Design write_back_arbiter, sky130hd; sources not shown.
**Run 1: routing congestion**

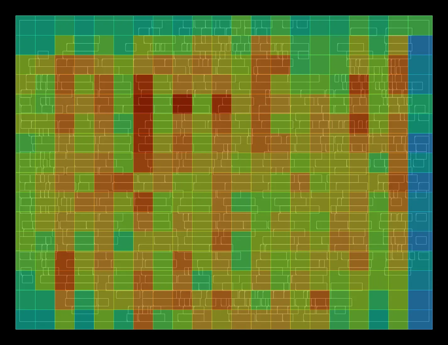
GRT Max-Usage Layer: met2
average wire per standard cell: 18.7 um
Finished Core Util: 64.7%

**Run 1: gate families picked out**

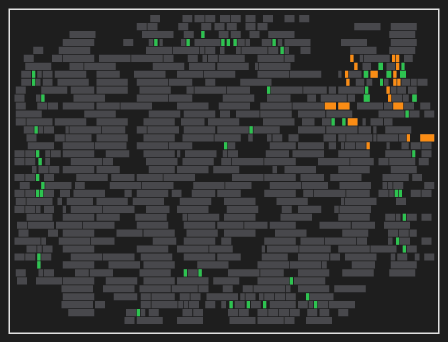
Key: orange = nor cells [cells 20, where top right]; green = nand cells [cells 50, where all over the die]
most numerous logic cell after layout: edfxtp_1
combinational share of cell area: 19.8%

**Run 1: wiring by layer**

Bar = 50 um. Two of the layers only.
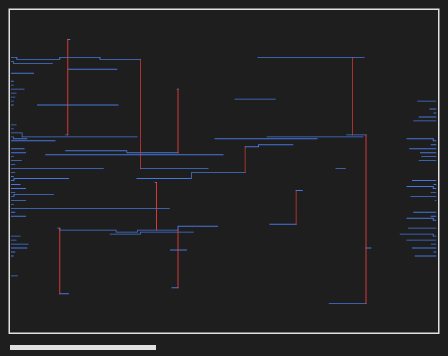
Key: red = M4 [wire length 255 um]; blue = M3 [wire length 958 um]
gr usage total: 19.0%
detailed-route via count: 4,158

==> impl_metrics.tcl, run 1 <==
# flow metrics
set metrics [dict create \
    r2r_setup_slack_ns 2.29 \
    hold_viol_final 0 \
    yosys.cell_types.count 29 \
    avgViaCountPerCell 5.30 \
    comb-power_mw 1.45 \
    ff_type "edfxtp_1" \
    antenna_found_initial 1 \
    ctsLongestPathBuffers 3 \
    gr-total-overflow 0 \
    synthCells 438 \
    core_area_um2 15300 \
    muxShareOfSynthArea_pct 15.4 \
    grt_first_pass_wirelength_um 23400 \
    syn-cell-area_um2 7830 \
    fmax_mhz 344 \
    fill_cells 1054 \
    die_h_um 110 \
    synthesis.nets 522 \
    worst-path-max-fanout 39 \
    ys_sh_simple_pct 4.10 \
    reg2reg_depth 9 \
    fin_crit_sh_pct 56.0 \
    cts_buffers 20 \
    path_buffers 2 \
    top_cell_area_share_pct 56.7 \
    insertion_delay_ns 0.49 \
    top_area_cell "edfxtp_1" \
    drt-met1-wl_um 6540 \
    gp_congestion 0.738 \
    setup_viol 0 \
    hp-class "in2async" \
    crit_arrival_ns 3.18 \
    max_cap_viol_count 0 \
    cts_setup_buffers 0 \
    die-area_um2 16200 \
    clockPowerShare_pct 25.4 \
    pg_seq_mw 2.45 \
    power_density_nw_per_um2 529 \
    drv_slew 0 \
    pwr-share-comb_pct 27.7 \
    crit_required_ns 5.47 \
    ys_async_sr_fraction_pct 26.7 \
    crit_top_cell "ha_1" \
    ys_sh_adder_pct 1.05 \
    ys_ff 202 \
    rsz0062_at_grt "no" \
    postCtsHoldBufs 0 \
    status "finished clean" \
]
run 1: layer usage:
metal  vias to the layer above  global-route usage [%]
met4                         0                    4.17
met3                        21                    5.00
met1                      2090                    26.2
met2                       109                    30.6
li1                       1938                       -
met5                         -                       0
run 1: cell type report:
type	instances	area share (%)
timing repair buffer	127	12.6
sequential	202	58.6
clock buffer	30	5.86
multi-input combinational	209	19.8
inverter	5	0.190
clock inverter	6	0.304
tap	205	2.59
antenna	1	0.0253
run 1: metrics by stage:
step	worst slack (ns)	cell area (um^2)	power (mW)	util (%)	hold slack (ns)
finish	2.29	9890	5.24	64.7	0.0934
global route	2.14	9890	5.51	64.7	0.163
CTS	2.28	9890	5.30	64.7	0.119
detailed placement	2.30	9280	3.96	60.7	0.400
global placement	2.37	9280	3.92	60.7	0.398
floorplan	1.17	7830	3.29	-	0.124
--- run 2 (diff from run 1) ---
clock period = 3 ns   (was 5.2 ns; I/O delays follow)
**Run 2: placed cells, one colour a class**

Bar = 50 um.
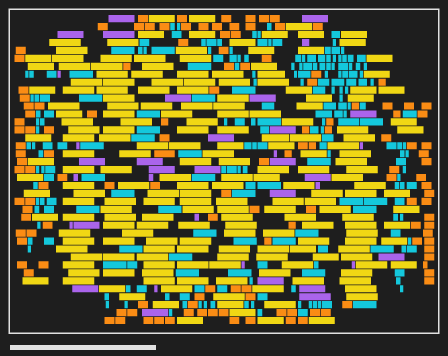
Key: purple = clock drivers and dummy loads [cells 36, share of their area 6.6%]; cyan = remaining logic cells [cells 214, share of their area 20%]; orange = remaining buffers and delay cells [cells 134, share of their area 14%]; yellow = registers [cells 202, share of their area 60%]
Finished Core Util: 65.4%
row count: 39
fraction of area in registers: 58.0%
Core Area: 15,300 um^2
Post-Layout Inst Area: 9990 um^2

**Run 2: gate families picked out**

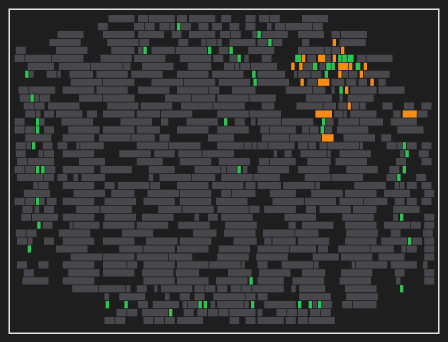
Key: green = nand cells [cells 50, where all over the die]; orange = nor cells [cells 20, where top right]
combinational share of cell area: 19.6%
Finished Layout Cells: 791

==> impl_metrics.tcl, run 2 <==
# flow metrics
set metrics [dict create \
    status "finished clean" \
    path_buffers 2 \
    fmax_mhz 417 \
    hold_viol_final 0 \
    top_cell_area_share_pct 56.7 \
    ys_ff 202 \
    grt.total_usage_pct 19.0 \
    largest_class "registers" \
    die-area_um2 16200 \
    antennaDiodeCount 0 \
    setup_viol 0 \
    comb-power_mw 2.68 \
    layout_top_cell "edfxtp_1" \
    syn-cell-area_um2 7830 \
    pg_seq_mw 4.18 \
    drt-met1-wl_um 6490 \
    vias 4228 \
    max_cap_viol_count 0 \
    yosys.cell_types.count 29 \
    ff_type "edfxtp_1" \
    drv_slew 0 \
    numSequentialCells 202 \
    grt.met3_usage_pct 4.50 \
    top_area_cell "edfxtp_1" \
    postCtsHoldBufs 1 \
    wire_per_inst_um 18.7 \
    clk_share_pct 6.44 \
    muxShareOfSynthArea_pct 15.4 \
    die_h_um 110 \
]
run 2: netlist changes by cell type in the layout (fill, tap and decap cells not counted):
cell and delta:
clkinv_1 +1, nor3_2 -1, clkinv_2 +1, nor3_4 +1
diode_2 -1, buf_12 +1, bufinv_16 +2, clkbuf_8 -2
buf_4 +5, clkbuf_1 -2, dlygate4sd3_1 +1
run 2: metrics by stage:
stage	total power, mW	setup WS [ns]	cell area, um^2
floorplan	5.69	0.113	7840
global placement	6.86	0.549	9340
detailed placement	6.96	0.487	9340
CTS	9.41	0.598	9990
global route	9.75	0.435	9990
finish	9.27	0.599	9990
--- run 3 (diff from run 2) ---
clock period = 2.27 ns   (was 3 ns; I/O delays follow)
**Run 3: wiring by layer**

Bar = 50 um. Two of the layers only.
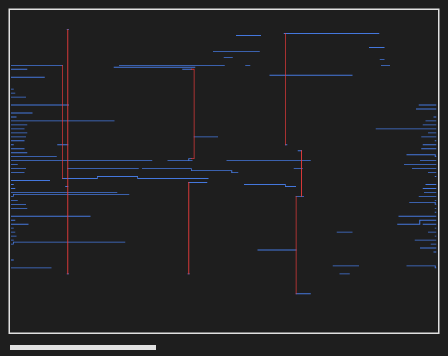
Key: blue = M3 [wire length 983 um]; red = M4 [wire length 273 um]
gr usage total: 19.0%
detailed-route via count: 4,225
final WL: 14,600 um

**Run 3: routing congestion**

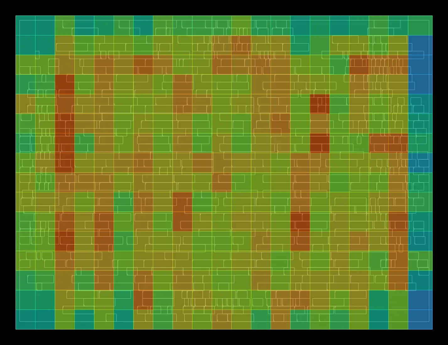
met1 Use GR: 26.8%
met3 Usage GRT: 5.08%
GR Util met2: 30.0%

==> impl_metrics.tcl, run 3 <==
# flow metrics
set metrics [dict create \
    fill_cells 1039 \
    reg2reg_depth 10 \
    comb_share_pct 19.6 \
    fmax_mhz 463 \
    ff_type "edfxtp_1" \
    ys_ff 202 \
    antennaDiodeCount 0 \
    postCtsHoldBufs 1 \
    setup_viol 0 \
    sh_seq_area_pct 57.4 \
    comb_cells 209 \
    ctsLongestPathBuffers 3 \
    grt_first_pass_wirelength_um 23600 \
    clk_share_pct 6.56 \
    largest_class "registers" \
    rsz0062_at_grt "no" \
    wire_per_inst_um 18.4 \
    die-area_um2 16200 \
    top_area_cell "edfxtp_1" \
    syn-cell-area_um2 7830 \
    numSequentialCells 202 \
    total_power_mw 12.4 \
    fin_crit_sh_pct 95.1 \
    nWellTaps 205 \
    avgViaCountPerCell 5.33 \
    layout_top_cell "edfxtp_1" \
    r2r_setup_slack_ns 0.11 \
    drv_slew 0 \
    status "finished clean" \
    power_density_nw_per_um2 1230 \
    gp_congestion 0.760 \
    max_cap_viol_count 0 \
    insertion_delay_ns 0.49 \
    pg_seq_mw 5.43 \
    cts_setup_buffers 0 \
    crit_arrival_ns 2.42 \
    nClkBuffers 26 \
    busiest_layer "met2" \
    drt-met1-wl_um 6650 \
    gr-total-overflow 0 \
    ys_async_sr_fraction_pct 26.7 \
]
==> run 3: kinds of logic (layout without fill, tap and decap cells) <==
group / Yosys count / in the layout / share of synthesized area [%]
flops: 202 / 202 / 74.0
simple gates: 76 / 76 / 4.11
mux: 74 / 74 / 15.4
compound gates: 42 / 42 / 2.76
buf+inv: 27 / 176 / 1.50
xor+xnor: 11 / 11 / 1.23
fa+ha+maj: 6 / 6 / 1.05
==> run 3: per-stage QoR <==
stage,hold slack [ns],setup slack [ns],TNS (ns)
2_1_floorplan,-0.169,-0.0672,-2.55
3_3_place_gp,0.221,0.0536,0
3_5_place_dp,0.214,0.0218,0
4_1_cts,0.174,0.0589,0
5_1_grt,0.186,0.0324,0
6_report,0.192,0.112,0
Power figures rest on the tool's default switching activity, not on a simulated workload.
